### src/rtl/wb_stage_if.sv
// rtl/wb_stage_if.sv - retiring-instruction handshake from the memory stage into writeback
interface wb_stage_if;
  logic        valid;
  logic        ready;
  logic        we;
  logic        is_load;
  logic        reg_dst;
  logic        mem_to_reg;
  logic [4:0]  imm_addr;
  logic [4:0]  reg_addr;
  logic [31:0] alu_data;

  modport master (
    output valid, we, is_load, reg_dst, mem_to_reg, imm_addr, reg_addr, alu_data,
    input  ready
  );

  modport slave (
    input  valid, we, is_load, reg_dst, mem_to_reg, imm_addr, reg_addr, alu_data,
    output ready
  );
endinterface

### src/rtl/wb_stage.sv
// rtl/wb_stage.sv - writeback stage driving the 32x32 register file write port; WB_FWD_EN enables the forwarding outputs
module wb_stage (
  input  logic        clk,
  input  logic        rst_all,
  wb_stage_if.slave   up,
  input  logic        mem_rvalid,
  input  logic [31:0] mem_rdata,
  input  logic        flush,
  output logic        wb_we,
  output logic        wb_reg_dst,
  output logic        wb_mem_to_reg,
  output logic [4:0]  wb_imm_addr,
  output logic [4:0]  wb_reg_addr,
  output logic [31:0] wb_mem_data,
  output logic [31:0] wb_alu_data,
  output logic        fwd_valid,
  output logic [4:0]  fwd_addr,
  output logic [31:0] fwd_data,
  output logic        load_wait
);

  typedef enum logic [1:0] {
    EMPTY    = 2'd0,
    WAIT_MEM = 2'd1,
    WRITE    = 2'd2
  } state_t;

  state_t state;
  state_t state_nxt;

  // Latched in_we of the held instruction; wb_we itself is only high in WRITE.
  logic        we_hold;
  logic        accept;

  logic        we_hold_nxt;
  logic        reg_dst_nxt;
  logic        mem_to_reg_nxt;
  logic [4:0]  imm_addr_nxt;
  logic [4:0]  reg_addr_nxt;
  logic [31:0] mem_data_nxt;
  logic [31:0] alu_data_nxt;
  logic [4:0]  res_addr_nxt;
  logic        wb_we_nxt;

  // Ready depends on state only, so there is no combinational path from valid.
  assign up.ready  = (state != WAIT_MEM);
  assign accept    = up.valid & up.ready & ~flush;
  assign load_wait = (state == WAIT_MEM);

  // State register
  always_ff @(posedge clk or negedge rst_all) begin
    if (!rst_all) begin
      state <= EMPTY;
    end else begin
      state <= state_nxt;
    end
  end

  // Next state and next contents of the held instruction
  always_comb begin
    state_nxt      = state;
    we_hold_nxt    = we_hold;
    reg_dst_nxt    = wb_reg_dst;
    mem_to_reg_nxt = wb_mem_to_reg;
    imm_addr_nxt   = wb_imm_addr;
    reg_addr_nxt   = wb_reg_addr;
    mem_data_nxt   = wb_mem_data;
    alu_data_nxt   = wb_alu_data;

    if (flush) begin
      // Kill wins over both a new accept and a returning load.
      state_nxt = EMPTY;
    end else begin
      case (state)
        WAIT_MEM: begin
          if (mem_rvalid) begin
            mem_data_nxt = mem_rdata;
            state_nxt    = WRITE;
          end
        end
        default: begin
          // EMPTY and WRITE behave alike: take a new instruction or drain.
          if (accept) begin
            we_hold_nxt    = up.we;
            reg_dst_nxt    = up.reg_dst;
            mem_to_reg_nxt = up.mem_to_reg;
            imm_addr_nxt   = up.imm_addr;
            reg_addr_nxt   = up.reg_addr;
            alu_data_nxt   = up.alu_data;
            mem_data_nxt   = 32'd0;
            state_nxt      = (up.we & up.is_load) ? WAIT_MEM : WRITE;
          end else begin
            state_nxt = EMPTY;
          end
        end
      endcase
    end

    // Same address mux as the register file; register 0 is never written.
    res_addr_nxt = reg_dst_nxt ? reg_addr_nxt : imm_addr_nxt;
    wb_we_nxt    = (state_nxt == WRITE) & we_hold_nxt & (res_addr_nxt != 5'd0);
  end

  // Held instruction fields and the registered write strobe
  always_ff @(posedge clk or negedge rst_all) begin
    if (!rst_all) begin
      we_hold       <= 1'b0;
      wb_we         <= 1'b0;
      wb_reg_dst    <= 1'b0;
      wb_mem_to_reg <= 1'b0;
      wb_imm_addr   <= 5'd0;
      wb_reg_addr   <= 5'd0;
      wb_mem_data   <= 32'd0;
      wb_alu_data   <= 32'd0;
    end else begin
      we_hold       <= we_hold_nxt;
      wb_we         <= wb_we_nxt;
      wb_reg_dst    <= reg_dst_nxt;
      wb_mem_to_reg <= mem_to_reg_nxt;
      wb_imm_addr   <= imm_addr_nxt;
      wb_reg_addr   <= reg_addr_nxt;
      wb_mem_data   <= mem_data_nxt;
      wb_alu_data   <= alu_data_nxt;
    end
  end

`ifdef WB_FWD_EN
  logic [31:0] res_data_nxt;

  // Same data mux as the register file: mem_to_reg selects the ALU result.
  assign res_data_nxt = mem_to_reg_nxt ? alu_data_nxt : mem_data_nxt;

  // Forwarding entry registered alongside wb_we so it mirrors the WRITE cycle
  always_ff @(posedge clk or negedge rst_all) begin
    if (!rst_all) begin
      fwd_valid <= 1'b0;
      fwd_addr  <= 5'd0;
      fwd_data  <= 32'd0;
    end else begin
      fwd_valid <= wb_we_nxt;
      if (wb_we_nxt) begin
        fwd_addr <= res_addr_nxt;
        fwd_data <= res_data_nxt;
      end
    end
  end
`else
  assign fwd_valid = 1'b0;
  assign fwd_addr  = 5'd0;
  assign fwd_data  = 32'd0;
`endif

endmodule

### src/flat_wrapper.sv
// flat-port wrapper written by rule: the top's interface ports become plain ports
module wb_stage_flat 
  (clk, rst_all, mem_rvalid, mem_rdata, flush, wb_we, wb_reg_dst, wb_mem_to_reg, wb_imm_addr, wb_reg_addr, wb_mem_data, wb_alu_data, fwd_valid, fwd_addr, fwd_data, load_wait, up_valid, up_we, up_is_load, up_reg_dst, up_mem_to_reg, up_imm_addr, up_reg_addr, up_alu_data, up_ready);
  wb_stage_if up_i ();
  input  logic clk;
  input  logic rst_all;
  input  logic mem_rvalid;
  input  logic [31:0] mem_rdata;
  input  logic flush;
  output logic wb_we;
  output logic wb_reg_dst;
  output logic wb_mem_to_reg;
  output logic [4:0] wb_imm_addr;
  output logic [4:0] wb_reg_addr;
  output logic [31:0] wb_mem_data;
  output logic [31:0] wb_alu_data;
  output logic fwd_valid;
  output logic [4:0] fwd_addr;
  output logic [31:0] fwd_data;
  output logic load_wait;
  input wire logic [$bits(up_i.valid)-1:0] up_valid;
  input wire logic [$bits(up_i.we)-1:0] up_we;
  input wire logic [$bits(up_i.is_load)-1:0] up_is_load;
  input wire logic [$bits(up_i.reg_dst)-1:0] up_reg_dst;
  input wire logic [$bits(up_i.mem_to_reg)-1:0] up_mem_to_reg;
  input wire logic [$bits(up_i.imm_addr)-1:0] up_imm_addr;
  input wire logic [$bits(up_i.reg_addr)-1:0] up_reg_addr;
  input wire logic [$bits(up_i.alu_data)-1:0] up_alu_data;
  output wire logic [$bits(up_i.ready)-1:0] up_ready;
  assign up_i.valid = up_valid;
  assign up_i.we = up_we;
  assign up_i.is_load = up_is_load;
  assign up_i.reg_dst = up_reg_dst;
  assign up_i.mem_to_reg = up_mem_to_reg;
  assign up_i.imm_addr = up_imm_addr;
  assign up_i.reg_addr = up_reg_addr;
  assign up_i.alu_data = up_alu_data;
  assign up_ready = up_i.ready;
  wb_stage u_core (.clk(clk), .rst_all(rst_all), .up(up_i), .mem_rvalid(mem_rvalid), .mem_rdata(mem_rdata), .flush(flush), .wb_we(wb_we), .wb_reg_dst(wb_reg_dst), .wb_mem_to_reg(wb_mem_to_reg), .wb_imm_addr(wb_imm_addr), .wb_reg_addr(wb_reg_addr), .wb_mem_data(wb_mem_data), .wb_alu_data(wb_alu_data), .fwd_valid(fwd_valid), .fwd_addr(fwd_addr), .fwd_data(fwd_data), .load_wait(load_wait));
endmodule
### config.mk
export PLATFORM = sky130hd
export DESIGN_NAME = wb_stage_flat
export DESIGN_NICKNAME = d
export VERILOG_FILES = /design/src/rtl/wb_stage_if.sv /design/src/rtl/wb_stage.sv /design/src/flat_wrapper.sv
export SDC_FILE = /design/constraint.sdc
export NUM_CORES = 1
export LEC_CHECK = 0
export CORE_ASPECT_RATIO = 1.5
export CORE_MARGIN = 1.5
export CORE_UTILIZATION = 35
export DETAILED_ROUTE_END_ITERATION = 8
export PLACE_DENSITY_LB_ADDON = 0.12
export SLEW_MARGIN = 20
export SYNTH_ARGS = -nofsm -noshare
export SYNTH_HDL_FRONTEND = slang
export SYNTH_SLANG_ARGS = --single-unit
### constraint.sdc
create_clock -name clk -period 1.5 [get_ports clk]
set_input_delay 0.15 -clock clk [delete_from_list [all_inputs] [get_ports clk]]
set_output_delay 0.15 -clock clk [all_outputs]
set_load 0.005 [all_outputs]
==> images/wires.png <==
Scale: 4 px per um. Only two layers are drawn.
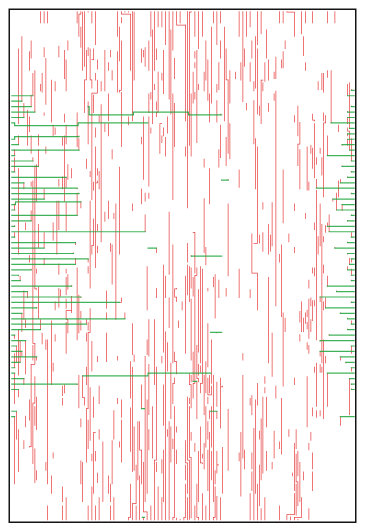
metal 2: drawn in red, wire length 4610 um. metal 3: drawn in green, wire length 740 um.

==> images/placement.png <==
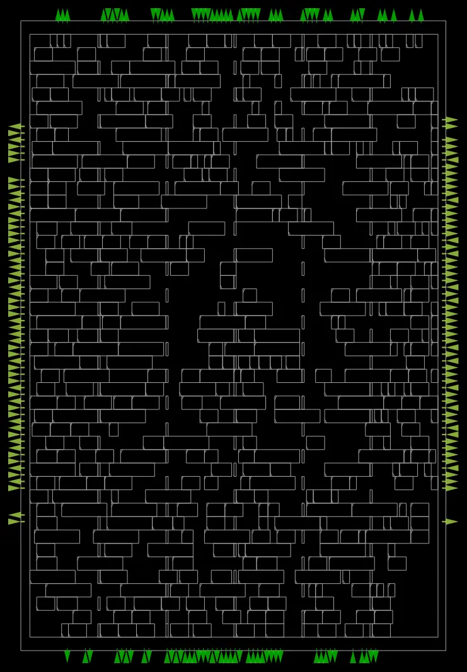
Seq area share: 0.343
Flop Count: 80
final instance count without filler cells: 598
# fillers: 880

==> out/qor.yml <==
final_timing:
  tns_ns: 0
  clock.fmax_ghz: 0.667
  fin_ws_ns: 0.00120
  grt_setup_unrepaired: "yes"
  finalHoldViolations: 0
  finalClockSkew_ns: 0.00459
  fin_crit_sh: 0.999
  setup_viol: 0
yosys:
  common_cells: "dfrtp_1 (80), buf_4 (38), mux2_2 (36)"
  ys_cells: 295
  yosysChipArea_um2: 3640
  ys_warn_count: 0
  async_flop_share: 1.00
  synthDominantAreaCellType: "dfrtp_1"
  synth_top_flop_cell: "dfrtp_1"
  synthDominantCellAreaShare: 0.550
  synth_seq_share: 0.550
  syn-cell-area_um2: 3640
  synth_area_per_cell_um2: 12.3
  ys_ff: 80
  most_common_cell: "dfrtp_1"
  area_leaders: "dfrtp_1 (55%), mux2_2 (11%), mux2i_1 (8.8%)"
cts:
  cts_tree: "yes"
  clk_pin_slew_ns: 0.06
  worstSkewPairLatency_ns: 0.32
  cts_sinks: 80
  cts_max_path_buffers: 2
  root_buffer: "clkbuf_16"
  h-tree-depth: 3
  cts_buffers: 9
setup_path:
  cp.required_ns: 1.71
  start_kind: "flip-flop"
  r2r-start: "u_core.state[0]"
  r2r_end: "u_core.wb_reg_addr[4]"
  cp-end-kind: "flip-flop"
  cp_max_fo: 13
  r2r_cells: 6
  critPathLaunch: "u_core.state[0]"
  r2r_slack_ns: 0.001
job:
  drv_cap: 0
  warning_count: 28
pwr:
  p_leak_nw: 2.51
  p_per_area_nw_per_um2: 1000
  peakVddDrop_mv: 0.699
drt:
  drtIter0Drc: 103
  drc: 0
  wire_per_inst_um: 14.7
  vias: 2689
  drt_pre_antenna_iters: 3
  wl_um: 8820
global_route:
  grt_pass1_wl_um: 13200
  overflow: 0
  grt_max_degree: 34
  grt_usage: 0.155
  antenna_found_initial: 0
placement:
  dp.cells: 573
  port_buffers: 161
  place_congestion: 0.744
  hpwl_um: 6160
  pre_cts_ws_ns: -0.138
finish:
  reg_top3: "u_core.wb_alu_data (32), u_core.wb_mem_data (32)"
  syn2layout_area_growth_pct: 60.5
  antenna_cells: 0
  nNetsFinal: 560
  layout-drive-gt1-share: 0.166
floorplanning:
  die-area_um2: 11000
  die_y_um: 128
  fp_util: 0.359
  rows: 45
  die_w_um: 86.2
run_status:
  status: "complete, no violations"
worst_hold_path:
  min_path_type: "primary input to async pin"
==> images/io_fan.png <==
Scale: 2 px per um.
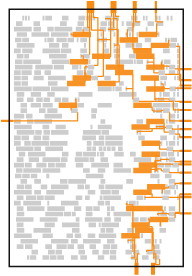
wb_mem_data: drawn in orange, bits 32, direction output, edge 17 east, 10 north, 4 south, 1 west, end cells 32, buffers 32, wire 785 um.

==> images/io_placement.png <==
Scale: 4 px per um. Pins as bars across the die edge, other pins in gray.
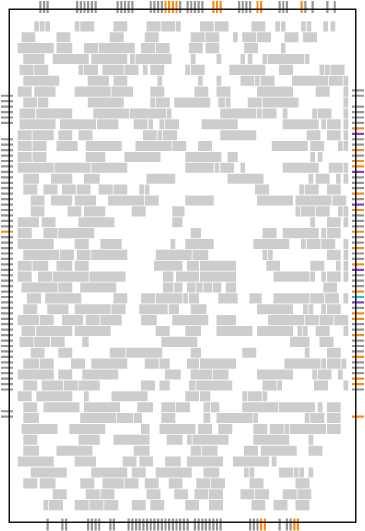
up_ready: drawn in cyan, pins 1, direction output, edge east. wb_mem_data: drawn in orange, pins 32, direction output, edge 17 east, 10 north, 4 south, 1 west. fwd_addr: drawn in purple, pins 5, direction output, edge east.
All pins by edge: 56 east, 55 west, 45 north, 44 south.

==> per-stage QoR <==
step / util / instance area [um^2] / hold WS [ns] / power, mW
final: 0.576 / 5840 / 0.278 / 5.86
after global routing: 0.576 / 5840 / 0.339 / 6.16
after CTS: 0.551 / 5590 / 0.278 / 5.83
after detailed placement: 0.523 / 5300 / 0.0989 / 3.78
after global placement: 0.523 / 5300 / 0.103 / 3.76
after floorplan: - / 3780 / -0.146 / 3.01
==> layout by cell type (no fill, tap or decap), types with 6 or more instances in the layout <==
cell type        netlist  routed
clkdlybuf4s50_1        0     158
dfrtp_1               80      80
conb_1                 1      38
inv_1                 32      32
nand2_1               33      32
mux2i_1               32      31
mux2_4                 0      22
mux2_2                36      14
clkbuf_16              0      13
mux2_1                 9       9
buf_4                 38       9
buf_12                 0       6
==> layer usage <==
metal  wire [um]  share of wire  global-route usage  vias to the layer above
met4         132          0.015              0.0579                        0
met5           0              0                   0                        -
li1            -              -                   -                     1245
met1        3340           0.38               0.171                     1311
met2        4610           0.52               0.268                      122
met3         739          0.084              0.0605                       11
==> worst max path at each step <==
stage               cells past startpoint                endpoint
floorplan                               6   u_core.wb_alu_data[0]
global placement                        4   u_core.wb_imm_addr[0]
detailed placement                      4  u_core.wb_alu_data[11]
CTS                                     5  u_core.wb_alu_data[21]
global route                            6   u_core.wb_imm_addr[0]
finish                                  6   u_core.wb_reg_addr[4]
==> worst max-delay path, cell delays in order (launching register included) <==
cell and delay, ns:
dfrtp_1 0.39, nand2b_4 0.09, inv_4 0.05, nor3b_4 0.18, buf_6 0.18, buf_12 0.15, mux2_2 0.34
==> final cells by class <==
class / instances / area, um^2
Inverter: 33 / 126
Sequential cell: 80 / 2000
Clock inverter: 3 / 17.5
Tap cell: 117 / 146
Multi-Input combinational cell: 170 / 1360
Fill cell: 880 / 4300
Timing Repair Buffer: 183 / 1930
Clock buffer: 12 / 256
==> kinds of logic after synthesis <==
| logic type | after synthesis | synth area share |
|---|---|---|
| buffers and inverters | 82 | 0.141 |
| flip-flops | 80 | 0.550 |
| multiplexers | 77 | 0.227 |
| AND/OR/NAND/NOR | 50 | 0.0657 |
| AND-OR/OR-AND | 5 | 0.0144 |
| other | 1 | 0.00103 |
==> where the power goes <==
group | total, mW | internal, mW | leakage (nW) | switching [mW]
registers | 2.53 | 2.40 | 1.01 | 0.136
clock network | 2.00 | 1.20 | 0.134 | 0.806
logic | 1.33 | 0.917 | 1.37 | 0.408
total | 5.86 | 4.51 | 2.51 | 1.35
==> timing repair <==
| item | CTS | global route |
|---|---|---|
| pin swaps | 0 | 2 |
| gates cloned | 0 | 5 |
| setup endpoints to repair | 7 | 52 |
| hold buffers | 1 | 0 |
| gates resized | 2 | 30 |
| endpoints found under the hold margin | 26 | 0 |
| setup buffers | 0 | 4 |
Power and IR drop assume default switching activity.
